### src/rtl/fir_mac_serial.sv
// Time-multiplexed FIR: sliced sample input, one shared multiplier, rounded output.
// Build option FIR_SAT_EN clamps the rounded result instead of wrapping it.
module fir_mac_serial #(
  parameter int TAPS  = 16,
  parameter int DW    = 8,
  parameter int IN_W  = 4,
  parameter int CW    = 16,
  parameter int FRAC  = 12,
  parameter int OUT_W = 8
) (
  input  logic                     clk,
  input  logic                     reset,
  input  logic                     x_valid,
  input  logic [IN_W-1:0]          x_slice,
  output logic                     x_ready,
  input  logic                     coef_we,
  input  logic [$clog2(TAPS)-1:0]  coef_addr,
  input  logic [CW-1:0]            coef_wdata,
  output logic                     coef_err,
  output logic                     busy,
  output logic                     z_valid,
  output logic [OUT_W-1:0]         z
);
  localparam int NS  = DW / IN_W;
  localparam int SCW = (NS > 1) ? $clog2(NS) : 1;
  localparam int AW  = $clog2(TAPS);
  localparam int ACW = DW + CW + AW;
  localparam int PW  = DW + CW;

  typedef enum logic [1:0] {S_IDLE, S_LOAD, S_MAC, S_OUT} state_t;

  state_t                  state_q, state_d;
  logic [SCW-1:0]          scnt_q, scnt_d;
  logic [DW-1:0]           asm_q, asm_d, smp;
  logic [AW-1:0]           k_q, k_d;
  logic signed [ACW-1:0]   acc_q, acc_d;
  logic [OUT_W-1:0]        z_q, z_d, zconv;
  logic                    zv_q, err_q;
  logic signed [DW-1:0]    xl_q [TAPS];
  logic signed [CW-1:0]    h_q  [TAPS];
  logic signed [PW-1:0]    prod;
  logic                    accept, last_slice, addr_ok, wr_ok;

  assign x_ready    = (state_q == S_IDLE) || (state_q == S_LOAD);
  assign busy       = (state_q == S_MAC) || (state_q == S_OUT);
  assign accept     = x_valid && x_ready;
  assign last_slice = (scnt_q == SCW'(NS - 1));
  assign prod       = xl_q[k_q] * h_q[k_q];
  assign addr_ok    = ({1'b0, coef_addr} < (AW+1)'(TAPS));
  assign wr_ok      = coef_we && !busy && addr_ok;
  assign z          = z_q;
  assign z_valid    = zv_q;
  assign coef_err   = err_q;

  always_comb begin
    smp = asm_q;
    smp[IN_W*scnt_q +: IN_W] = x_slice;
  end

  // Round half up: floor(acc / 2^FRAC) plus the first discarded bit.
`ifdef FIR_SAT_EN
  localparam int RW = ACW - FRAC;
  localparam logic signed [RW-1:0] ZMAX = (RW'(1) << (OUT_W-1)) - RW'(1);
  localparam logic signed [RW-1:0] ZMIN = ~ZMAX;
  logic signed [RW-1:0] rnd;
  assign rnd   = acc_q[ACW-1:FRAC] + RW'(acc_q[FRAC-1]);
  assign zconv = (rnd > ZMAX) ? ZMAX[OUT_W-1:0] :
                 (rnd < ZMIN) ? ZMIN[OUT_W-1:0] : rnd[OUT_W-1:0];
`else
  assign zconv = acc_q[FRAC+OUT_W-1:FRAC] + OUT_W'(acc_q[FRAC-1]);
`endif

  always_comb begin
    state_d = state_q;
    scnt_d  = scnt_q;
    asm_d   = asm_q;
    k_d     = k_q;
    acc_d   = acc_q;
    z_d     = z_q;
    case (state_q)
      S_IDLE, S_LOAD: begin
        if (accept) begin
          asm_d = smp;
          if (last_slice) begin
            state_d = S_MAC;
            scnt_d  = '0;
            acc_d   = '0;
            k_d     = '0;
          end else begin
            state_d = S_LOAD;
            scnt_d  = scnt_q + SCW'(1);
          end
        end
      end
      S_MAC: begin
        acc_d = acc_q + ACW'(prod);
        if (k_q == AW'(TAPS - 1)) state_d = S_OUT;
        else                      k_d     = k_q + AW'(1);
      end
      S_OUT: begin
        z_d     = zconv;
        state_d = S_IDLE;
      end
      default: state_d = S_IDLE;
    endcase
  end

  always_ff @(posedge clk or posedge reset) begin
    if (reset) begin
      state_q <= S_IDLE;
      scnt_q  <= '0;
      asm_q   <= '0;
      k_q     <= '0;
      acc_q   <= '0;
      z_q     <= '0;
      zv_q    <= 1'b0;
      err_q   <= 1'b0;
    end else begin
      state_q <= state_d;
      scnt_q  <= scnt_d;
      asm_q   <= asm_d;
      k_q     <= k_d;
      acc_q   <= acc_d;
      z_q     <= z_d;
      zv_q    <= (state_q == S_OUT);
      err_q   <= coef_we && !wr_ok;
    end
  end

  // Delay line advances only when a complete sample has been assembled.
  always_ff @(posedge clk or posedge reset) begin
    if (reset) begin
      for (int i = 0; i < TAPS; i++) xl_q[i] <= '0;
    end else if (accept && last_slice) begin
      xl_q[0] <= smp;
      for (int i = 1; i < TAPS; i++) xl_q[i] <= xl_q[i-1];
    end
  end

  always_ff @(posedge clk or posedge reset) begin
    if (reset) begin
      for (int i = 0; i < TAPS; i++) h_q[i] <= '0;
    end else if (wr_ok) begin
      h_q[coef_addr] <= coef_wdata;
    end
  end
endmodule

### config.mk
export PLATFORM = sky130hd
export DESIGN_NAME = fir_mac_serial
export DESIGN_NICKNAME = d
export VERILOG_FILES = /design/src/rtl/fir_mac_serial.sv
export SDC_FILE = /design/constraint.sdc
export NUM_CORES = 1
export LEC_CHECK = 0
export CORE_MARGIN = 3
export CORE_UTILIZATION = 45
export CTS_CLUSTER_DIAMETER = 30
export DETAILED_ROUTE_END_ITERATION = 6
export PLACE_DENSITY = 0.61
export SETUP_SLACK_MARGIN = 0.15
export SYNTH_ARGS = -nofsm -noshare
export SYNTH_HDL_FRONTEND = slang
export SYNTH_SLANG_ARGS = --single-unit
### constraint.sdc
create_clock -name clk -period 25.6 [get_ports clk]
set_input_delay 5.12 -clock clk [delete_from_list [all_inputs] [get_ports clk]]
set_output_delay 5.12 -clock clk [all_outputs]
set_load 0.03 [all_outputs]
==> job_summary.md <==
### Yosys + OpenROAD results

| Metric | Value |
|---|---|
| 1st-pass router iterations | `5` |
| Yosys warns | `0` |
| Critical Path RT | `26.09 ns` |
| Placed instance area | `24010 um2` |
| Post-synth regs | `425` |
| Yosys chip area | `23040 um2` |
| First-pass GRT wire length | `~87000 um` |
| Vias | `between 10000 and 15000` |
| Largest net degree at the start of global routing | `about 150` |
| DP Wirelength | `33590 um` |
| Vias in the first global route | `about 16000` |
| Drt wl/cell | `19.79 um` |
| Mapped Nets | `2056` |
| Worst Hold Margin | `around 0.47 ns` |
| Slew HR | `roughly a fifth` |
| Tool Warnings | `31` |
| Cell count after placement | `~2500` |
| Total congestion overflow | `0` |
| Final setup fails | `0` |
| Floorplan utilization | `between 40% and 50%` |
| Ys cells | `1878` |
| DP Worst Slack | `about 17 ns` |
| Die area | `53940 um2` |
| Core ar. | `50380 um2` |
| Status | `finished, final reports clean` |
| Clock Skew | `approximately 0.018 ns` |
| Util after Layout | `about 55%` |
| Crit-path most repeated cell | `fa_1` |
| Fin Setup TNS | `0 ns` |
| CP max stage cell | `dfrtp_4` |
| Syn avg cell area | `roughly 12 um2` |
| Post-DRT Antenna Nets | `0` |
| Post-CTS sizing | `0` |
| Num CTS Buffers | `about 96` |
| Post-synth cell types | `around 57` |
| Top area contributor share | `about 46%` |
| DRC violations left | `0` |
| Max stage delay on crit path | `~0.78 ns` |
| CTS tree | `done` |
| EDFF count, synth | `0` |
| Root Buffer Master | `clkbuf_16` |
| Top cells by count, synth | `456 x nand2_1, 425 x dfrtp_1, 263 x mux2_2, 108 x mux4_2, 105 x inv_1` |
| Synth Instances | `between 1500 and 2000` |
| GPL Wtd Cong | `between 0.8 and 0.9` |
| Worst Max-Slew Pin Slew | `1.201 ns` |
| CP max FO | `44` |
| Crit-path cells | `buf_4, mux4_2, a22o_1, a221oi_2, or2_2, fa_1, fa_1, inv_1, fa_1, fa_1, fa_1, ha_1, o21ai_0, a21boi_0, o21ai_0, a21oi_1, o2111ai_1, a311oi_1, or3_1, nand3_1` |
| Peak Freq | `about 120 MHz` |
| Post-synthesis sequential area ratio | `between 40 and 50%` |
| Syn Std Cell Area | `23040 um2` |
| # nets final | `~2100` |
| Hold Crit Class | `flop to flop` |
| Worst-Skew Late Latency | `~0.63 ns` |
| Main synth FF type | `dfrtp_1` |
| Final hold vios | `0` |
| Setup CP Type | `flop to flop` |
| PortBufs | `39` |
| Unrepaired setup endpoints after global routing | `no` |
| Final WL | `approximately 53000 um` |
| CP Data Arrival Time | `approximately 8.6 ns` |
| # IOs | `40` |
| Total track usage | `between 20% and 30%` |
| DR vias/cell | `5.395` |
| Placement row count | `~80` |
| Starting DRT DRC Count | `around 1000` |
| Max-slew violation count | `0` |
| Critical Path Start Type | `flop` |
| Post-CTS setup repair buffer count | `0` |
| Max-Cap Viols | `0` |
-- logic make-up (layout without fill, tap and decap cells) --
kind of cell	count (synthesis)	after routing	share of synthesized area, %
AOI/OAI and AO/OA	75	75	2.314
xor gates and xnor gates	31	31	1.179
adders and majority gates	150	150	11.50
buffers and inverters	211	340	3.742
DFF	425	425	46.17
muxes	379	379	24.12
and+or+nand+nor	607	607	10.98
-- area by class of cell --
class                      instances  area, um2
multi-input combinational       1242      11570
fill                            4150      22830
clock buffer                     127       2744
timing repair buffer              58      545.5
tap                              672      840.8
clock inverter                    50      793.3
sequential                       425      10640
inverter                         105      401.6
-- worst max-delay path, delay by kind of cell (launching register included) --
family	cells	cell delay [ns]
AND-OR/OR-AND	8	2.37
flip-flops	1	0.78
adder cells (fa/ha/maj)	6	2.82
multiplexers	1	0.61
buffers and inverters	2	0.83
AND/OR/NAND/NOR	3	0.50
-- registers in the layout, summed over array words and instances, names as in the netlist --
| register | count |
|---|---|
| state_q | 2 |
| z_valid | 1 |
| k_q | 4 |
| asm_q | 4 |
| z | 8 |
| h_q | 256 |
| acc_q | 20 |
| last_slice | 1 |
| xl_q | 128 |
| coef_err | 1 |
-- final timing paths --
path	from	end	slack, ns	depth (start not counted)
setup / recovery	k_q[0]$_DFFE_PP0P_	acc_q[18]$_DFFE_PP0P_	17.50	20
hold / removal	asm_q[2]$_DFFE_PP0P_	xl_q[122]$_DFFE_PP0P_	0.47	2
setup reg to reg	k_q[0]$_DFFE_PP0P_	acc_q[18]$_DFFE_PP0P_	17.50	20
hold reg to reg	asm_q[2]$_DFFE_PP0P_	xl_q[122]$_DFFE_PP0P_	0.47	2
max in group asynchronous	reset	h_q[124]$_DFFE_PP0P_	18.90	3
min in group asynchronous	reset	h_q[129]$_DFFE_PP0P_	5.09	2
-- metal layers --
layer	track usage (%)	vias to the layer above	share of wire (%)
li1	-	6505	-
met1	27.83	7528	44
met2	33.41	320	48
met3	4.882	99	5.6
met4	6.778	0	2.6
met5	0	-	0
-- cells in the final DEF, fill, tap and decap left out, types with 21 or more instances in the layout --
cell type and instances:
nand2_1 456, dfrtp_1 422, mux2_2 263, mux4_2 108
inv_1 104, fa_1 103, clkbuf_16 100, ha_1 47
nor2_1 46, clkdlybuf4s50_1 39, nor2b_1 27, xnor2_1 24
and2_1 21, o21ai_0 21
### Pin placement

(2 px per um) Pins as bars across the die edge, other pins in gray.
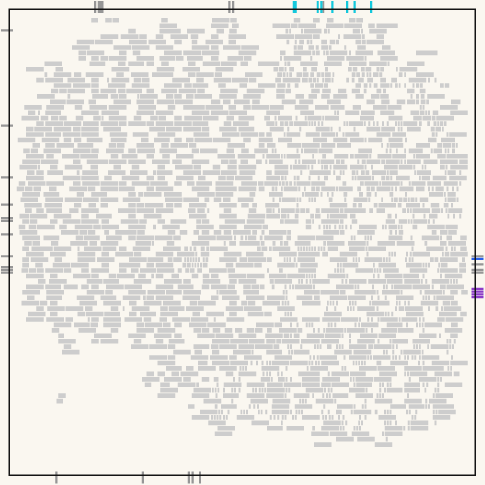
z: in cyan, pins 8, direction output, edge top. x_slice: in purple, pins 4, direction input, edge right. busy: in blue, pins 1, direction output, edge right.
die span in y: 232.3 um
die width: 232.3 um

### Cell sizes after repair

(2 px per um)
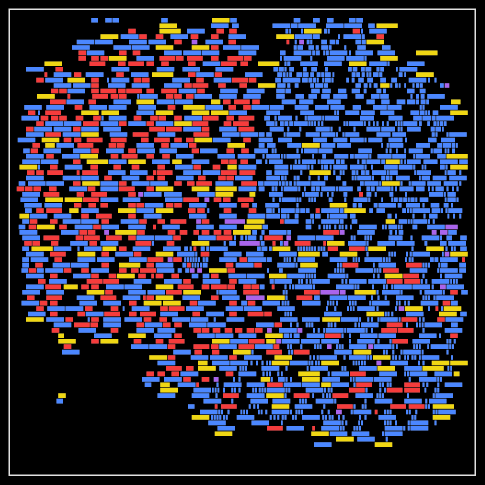
x2: in red, cells 399, share 20%, most used mux2_2. x1 and smaller: in blue, cells 1436, share 72%, most used nand2_1. x6 and larger: in yellow, cells 140, share 7.0%, most used clkbuf_16. x3 and x4: in purple, cells 32, share 1.6%, most used buf_4.
fin worst setup slack: 17.50 ns
Syn-to-layout area delta: 19.57%
Design Area, Final: 27540 um2

